==> config.mk <==
export PLATFORM = sky130hd
export DESIGN_NAME = serial_rx
export DESIGN_NICKNAME = d
export VERILOG_FILES = /design/src/rtl/serial_rx.sv
export SDC_FILE = /design/constraint.sdc
export NUM_CORES = 1
export LEC_CHECK = 0
export ABC_AREA = 1
export CAP_MARGIN = 20
export CORE_UTILIZATION = 53
export DETAILED_ROUTE_END_ITERATION = 10
export GPL_TIMING_DRIVEN = 0
export MAX_ROUTING_LAYER = met4
export PLACE_DENSITY = 0.85
export SYNTH_ARGS = -nofsm -noshare
export SYNTH_HDL_FRONTEND = slang
export SYNTH_SLANG_ARGS = --single-unit
==> constraint.sdc <==
create_clock -name clk -period 2 [get_ports clk]
set_clock_uncertainty 0.2 [all_clocks]
set_input_delay 0.6 -clock clk [delete_from_list [all_inputs] [get_ports clk]]
set_output_delay 0.6 -clock clk [all_outputs]
set_load 0.05 [all_outputs]
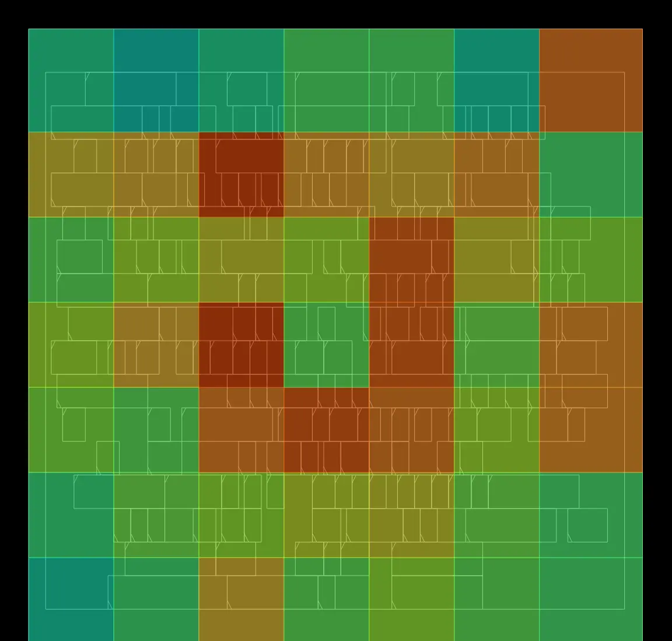
congestion.png
met1 Use GR: 0.2519
GR Layer Usage met3: 0.08333
M2 GR Usage: 0.3694
GRT busiest layer: met2
GRT Overall Usage: 0.2269

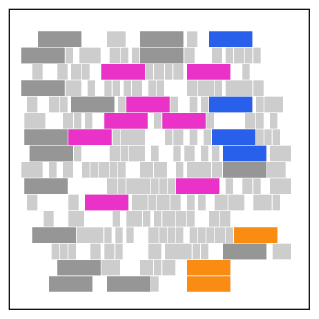
flops_by_reg.png
Scale: 6 px per micron.
legend:
  blue:
    name_in_the_netlist: idx_r
    flops: 4
  magenta:
    name_in_the_netlist: shift_r
    flops: 8
  orange:
    name_in_the_netlist: state_r
    flops: 3
not colored: 15
sequential cell area share: 0.4317
Seq group: 0.607 mW

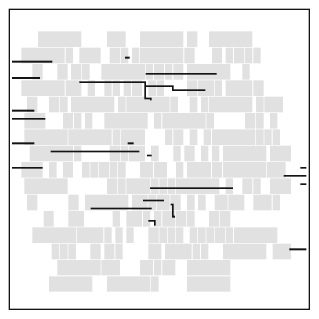
layer_met3.png
Scale: 6 px per micron.
nets with wire on the layer: 16
main direction: horizontal
longest straight run: 14.5 microns
wire length on this layer: 118 microns
share of all routed wire: 5.1%
Post-Route WL: 2298 microns
vias: 1,030

==> results.tsv <==
stage	metric	value	unit
run_status	status	complete, no violations	
route	ant_nets	0	
yosys	syn_nets	163	
floorplan	dieArea	2476	sq um
global_route	overflow	0	
route	wl_per_cell	11.21	microns
yosys	synthesis.area	1209	sq um
yosys	top_cell	nand2_1	
setup_path	cp_slowest_cell	dlygate4sd2_1	
yosys	ys_top_cells_by_count	nand2_1 (35), dfxtp_1 (30), nor2_1 (25)	
yosys	synth_async_sr_flop_share	0	
floorplan	num_rows	16	
clock_tree	htreeDepth	2	
setup_path	required	1200	ps
floorplan	die_y	49.76	microns
sta	period_used_share	0.9821	
sta	slew_viol_final	0	
setup_path	worstPathArrival	1160	ps
clock_tree	cts_root_buf	clkbuf_4	
setup_path	rr_worst_depth	8	
yosys	yosysWarnings	0	
setup_path	path_class	reg2out	
floorplan	core-area	2042	sq um
floorplan	die_w	49.76	microns
yosys	yosysCellCount	158	
sta	finalSetupTns	0	ps
pwr	max-vdd-ir-drop	0.5135	mV
route	viasPerCell	5.024	
route	drc	0	
yosys	aoi_share	0.09834	
sta	hold_viol	0	
place	gp_congestion	0.8432	
cells_and_area	layout.nets	183	
yosys	syn_inst	158	
global_route	grt_pass1_wl	4050	microns
pwr	power	0.9644	mW
route	drt-initial-drc-count	22	
sta	rsz0062_at_grt	no	
setup_path	path_delay_family	buffers and inverters	
run	drv_cap	0	
yosys	top_logic_kind	simple AND/OR/NAND/NOR gates	
cells_and_area	final-comb-area	514.2	sq um
floorplan	fp-utilization	0.5919	
setup_path	critPathMaxFanout	1	
floorplan	pin_count	14	
run	warnings	26	
yosys	synth-edff-count	0	
pwr	powerDensity	693.1	nW/um^2
cells_and_area	fill_cells	194	
[final cells by class]
cell class | instances | area share
clock inverters | 2 | 0.007194
plain buffers | 4 | 0.01888
clock buffers | 5 | 0.02698
flip-flops and latches | 30 | 0.4317
inverters | 18 | 0.04856
multi-input cells | 106 | 0.3696
repair buffers | 13 | 0.07284
well taps | 27 | 0.02428
[report_power, final]
group	switching [mW]	internal [mW]
sequential	0.00498	0.602
clock	0.193	0.126
combinational	0.0263	0.0121
total	0.224	0.740
[layer usage]
metal | wire (microns) | vias to the layer above | global-route usage | part of all wire
met2 | 1094 | 25 | 0.3694 | 0.48
met5 | 0 | - | - | 0
met1 | 1037 | 460 | 0.2519 | 0.45
li1 | - | 537 | - | -
met3 | 118 | 8 | 0.08333 | 0.051
met4 | 47 | 0 | 0.08571 | 0.020
Power figures rest on the tool's default switching activity, not on a simulated workload.
